==> config.mk <==
export PLATFORM = sky130hd
export DESIGN_NAME = fifo_wr_ctrl_flat
export DESIGN_NICKNAME = d
export VERILOG_FILES = /design/src/rtl/fifo_wr_ctrl_if.sv /design/src/rtl/fifo_wr_ctrl.sv /design/src/flat_wrapper.sv
export SDC_FILE = /design/constraint.sdc
export NUM_CORES = 1
export LEC_CHECK = 0
export ABC_AREA = 1
export CAP_MARGIN = 20
export CORE_UTILIZATION = 45
export CTS_CLUSTER_SIZE = 30
export DETAILED_ROUTE_END_ITERATION = 8
export DONT_BUFFER_PORTS = 1
export GPL_TIMING_DRIVEN = 1
export PLACE_DENSITY = 0.61
export REMOVE_ABC_BUFFERS = 1
export SLEW_MARGIN = 20
export SYNTH_ARGS = -nofsm -noshare
export SYNTH_HDL_FRONTEND = slang
export SYNTH_SLANG_ARGS = --single-unit
==> constraint.sdc <==
create_clock -name clk_i -period 2.13 [get_ports clk_i]
set_input_delay 0.426 -clock clk_i [delete_from_list [all_inputs] [get_ports clk_i]]
set_output_delay 0.426 -clock clk_i [all_outputs]
set_load 0.01 [all_outputs]
Fig. 1: run 1, supply network
(10 px per um) Pins as bars on the die edge. Tap cells in grey.
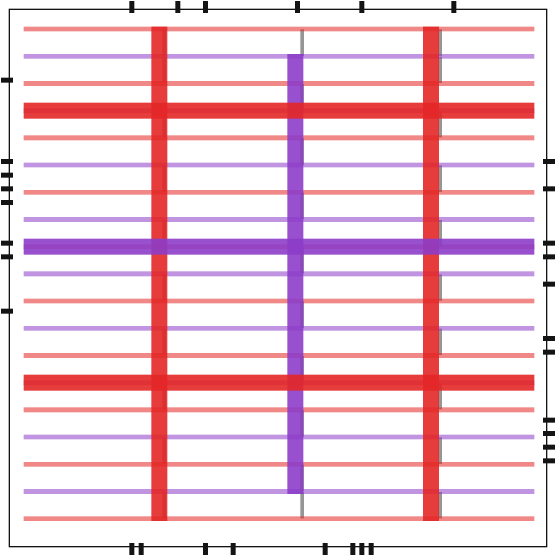
red -> VSS
purple -> VDD
signal pins = 33
met1 rails = 19
tap cells = 30
rows = 18
met5 straps = 3
Vert. Die Dim: 53.6 um
placeable core area: 2500 um^2
Chip Width: 53.6 um

Fig. 2: run 1, cell classes on the final placement
(10 px per um) Fill, decap, tap and diode cells in grey.
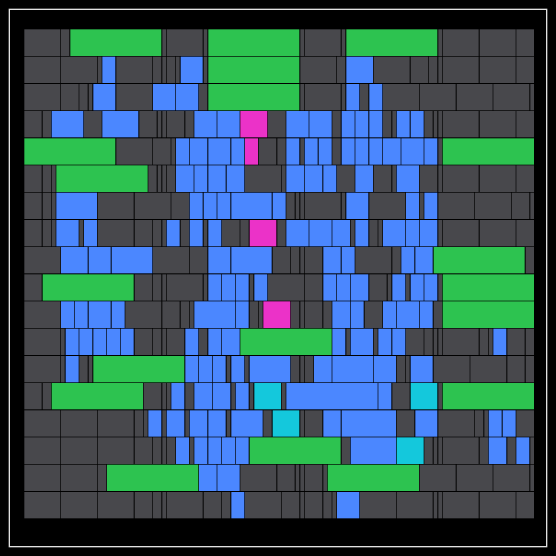
magenta -> clock drivers and dummy loads  # cells 4, share of their area 2.1%
cyan -> remaining buffers and delay cells  # cells 4, share of their area 2.3%
blue -> combinational and other logic  # cells 143, share of their area 58%
green -> sequential cells  # cells 19, share of their area 37%
number of cell rows: 18
Seq area share: 36.1%
design area: 1320 um^2

Fig. 3: run 1, routed clock nets over the placement
(6 px per um)
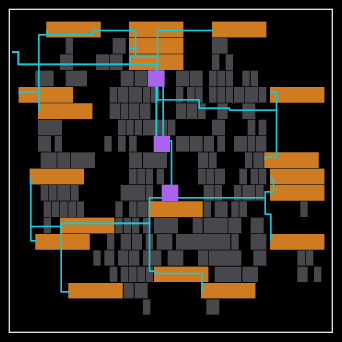
cyan -> clock wires  # length 265 um
orange -> flip-flops  # count 19
purple -> clock drivers  # count 3
routed clock nets = 4
flops lie = spread over the die
clk_skew: 0.00168 ns
clock latency on the worst-skew pair: 0.29 ns
clock network power share: 10.8%
P_clk: 186 uW

==> metrics.cfg, run 1 <==
[grt]
top_usage_layer=met2
grt.overflow.total=0
antenna_found_initial=0
grt_pass1_wl_um=3800

[cells_and_area]
drive_gt1_share_pct=25.3
layout_top_cells=nand2_1, inv_1, nand2_2, nand3_1, dfrtp_1
seq_area_um2=475
fin_nets=187
fin_util_pct=52.8

[sta]
period_needed_ns=1.93
maxSlewViolCount=0
rsz0062_at_grt=no
finalHoldViolCount=0

[place]
gp_congestion=0.781
pre_cts_ws_ns=0.0883
io_buffers=0

[power_and_ir_drop]
totalPowerFinal_mw=1.71
power.leakage_nw=0.685

[clock_tree]
root_buffer=clkbuf_4
cts.clk_slew.worst_paths_ns=0.11
cts_num_sinks=19
cts_tree=done
cts_setup_buffers=0
cts_max_path_buffers=2

[synth]
synth_top_cell_by_count=nand2_1
ys_cells=162
edf_count=0
ys_area_um2=1200
async_flop_share_pct=100
synth.distinct_cells=17

[detailed_routing]
wire_per_inst_um=11.9
firstDrtPassIters=4

[worst_setup_path]
slowest_stage=dfrtp_1
cp_max_fo=4
start_kind=register
path_cells=ha_2 > ha_4 > buf_4 > inv_1 > nand2_1 > nand2_1 > nand2_1 > nand3_1 > nand3_1 > nor2_1 > nand2_1 > nor2_2 > nand2_1 > nor2_2
cp_num_cells=14

[run_status]
status=finished clean

[flow_run]
stage_log_warnings=26

-- run 1: kinds of logic (layout without fill, tap and decap cells) --
logic type / after synthesis / in the layout / synth area share, %
AOI/OAI and AO/OA: 3 / 3 / 1.25
xor gates and xnor gates: 1 / 1 / 0.732
adders and majority gates: 3 / 3 / 3.14
buffers and inverters: 22 / 30 / 6.90
DFF: 19 / 19 / 39.7
and+or+nand+nor: 114 / 114 / 48.3
-- run 1: power breakdown --
group / total, mW / switching, mW / internal [mW]
Sequential: 0.691 / 0.201 / 0.490
Combinational: 0.838 / 0.517 / 0.321
Clock: 0.186 / 0.113 / 0.0728
-- run 1: cell type report --
cell class,instances,share of cell area [%]
multi-input cells,121,50.6
flip-flops and latches,19,36.1
well taps,30,2.85
clock buffers,4,1.99
inverters,22,6.26
repair buffers,4,2.28
==> run 2: changes to the inputs <==
--- a/config.mk
+++ b/config.mk
@@ -6,13 +6,13 @@
 export NUM_CORES = 1
 export LEC_CHECK = 0
 export ABC_AREA = 1
-export CAP_MARGIN = 20
-export CORE_UTILIZATION = 45
+export CAP_MARGIN = 10
+export CORE_UTILIZATION = 30
 export CTS_CLUSTER_SIZE = 30
 export DETAILED_ROUTE_END_ITERATION = 8
 export DONT_BUFFER_PORTS = 1
 export GPL_TIMING_DRIVEN = 1
-export PLACE_DENSITY = 0.61
+export PLACE_DENSITY = 0.45
 export REMOVE_ABC_BUFFERS = 1
 export SLEW_MARGIN = 20
 export SYNTH_ARGS = -nofsm -noshare
Fig. 4: run 2, congestion heat map
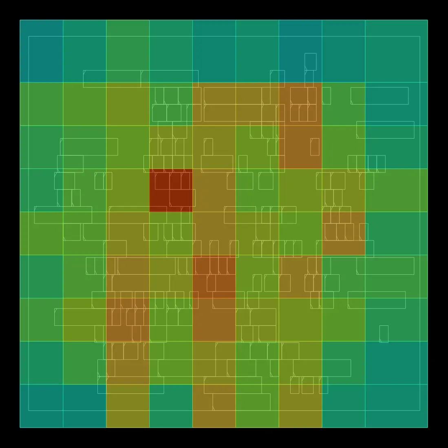
wire per inst: 12.3 um
met3 GRT Util: 4.34%
final core utilization: 36.5%
gr busiest metal: met2

Fig. 5: run 2, routed clock nets over the placement
(6 px per um)
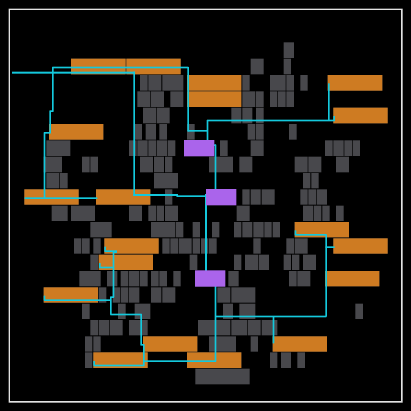
clk_skew: 0.00683 ns
P_clk: 259 uW

==> metrics.cfg, run 2 <==
[clock_tree]
clk_latency_ns=0.26  ; -0.03 ns
cts.clk_slew.worst_paths_ns=0.08  ; -0.03 ns
cts_max_path_buffers=2  ; unchanged
cts_num_sinks=19  ; unchanged

[power_and_ir_drop]
p_sw_uw=865  ; +4.2%
switching_share_pct=47.7  ; -0.72 points
totalPowerFinal_mw=1.81  ; +5.8%
pg_comb_uw=865  ; +3.2%
powerSeq_uw=690  ; about the same
pwr-share-seq_pct=38.0  ; -2.3 points

[synth]
adder_share_pct=3.13  ; unchanged
yosys.area_share.aoi_pct=1.25  ; unchanged
synth.distinct_cells=17  ; unchanged
edf_count=0  ; unchanged
synthTopLogicFamily=simple AND/OR/NAND/NOR gates
async_flop_share_pct=100  ; unchanged
mux_area_share_pct=0  ; unchanged

[cells_and_area]
fin_nets=187  ; unchanged

[grt]
grt_pass1_wl_um=4460  ; +18%

[place]
pre_cts_ws_ns=0.0779  ; -0.0104 ns

[sta]
period_needed_ns=1.95  ; +0.0205 ns
finalHoldViolCount=0  ; unchanged
maxSlewViolCount=0  ; unchanged

[worst_setup_path]
start_kind=register

[run_status]
status=finished clean

Fig. 6: run 2, cell classes on the final placement
(8 px per um) Fill, decap, tap and diode cells in grey.
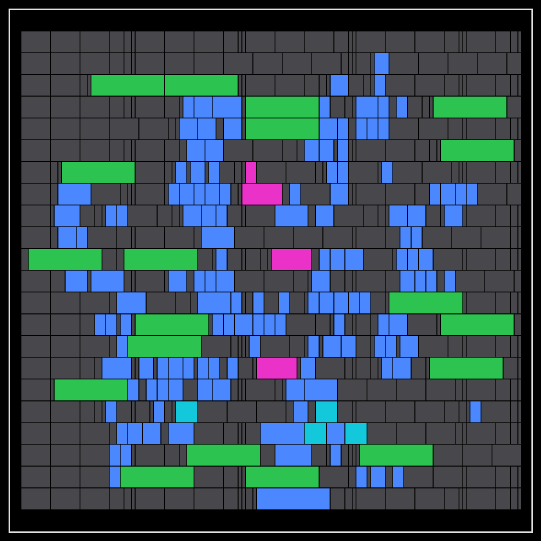
magenta -> clock drivers and dummy loads  # cells 4, share of their area 3.4%
cyan -> remaining buffers and delay cells  # cells 4, share of their area 2.3%
green -> sequential cells  # cells 19, share of their area 36%
blue -> combinational and other logic  # cells 143, share of their area 58%
placeable core area: 3740 um^2
design area: 1370 um^2
Seq area share: 34.8%

[run 2: cell counts in the layout (fill, tap and decap cells not counted)]
Identical to the previous run, type by type.
[run 2: critical path, stage by stage (launching register included)]
cell,delay (ns)
dfrtp_1,0.41
nor2_2,0.11
ha_2,0.20
ha_4,0.15
nand2_2,0.09
nor2_4,0.16
nand2_1,0.08
nand2_2,0.10
nand2_2,0.08
nand2_4,0.08
nand2_2,0.04
nand2_1,0.05
nand2_1,0.08
nor2_2,0.11
nand2_1,0.08
nor2_2,0.08
[run 2: what timing repair did]
| action | CTS | global route |
|---|---|---|
| buffers inserted | 0 | 1 |
| gates resized | 0 | 10 |
| endpoints found under the setup margin | 0 | 1 |
Power is estimated from default activity; no workload was simulated.
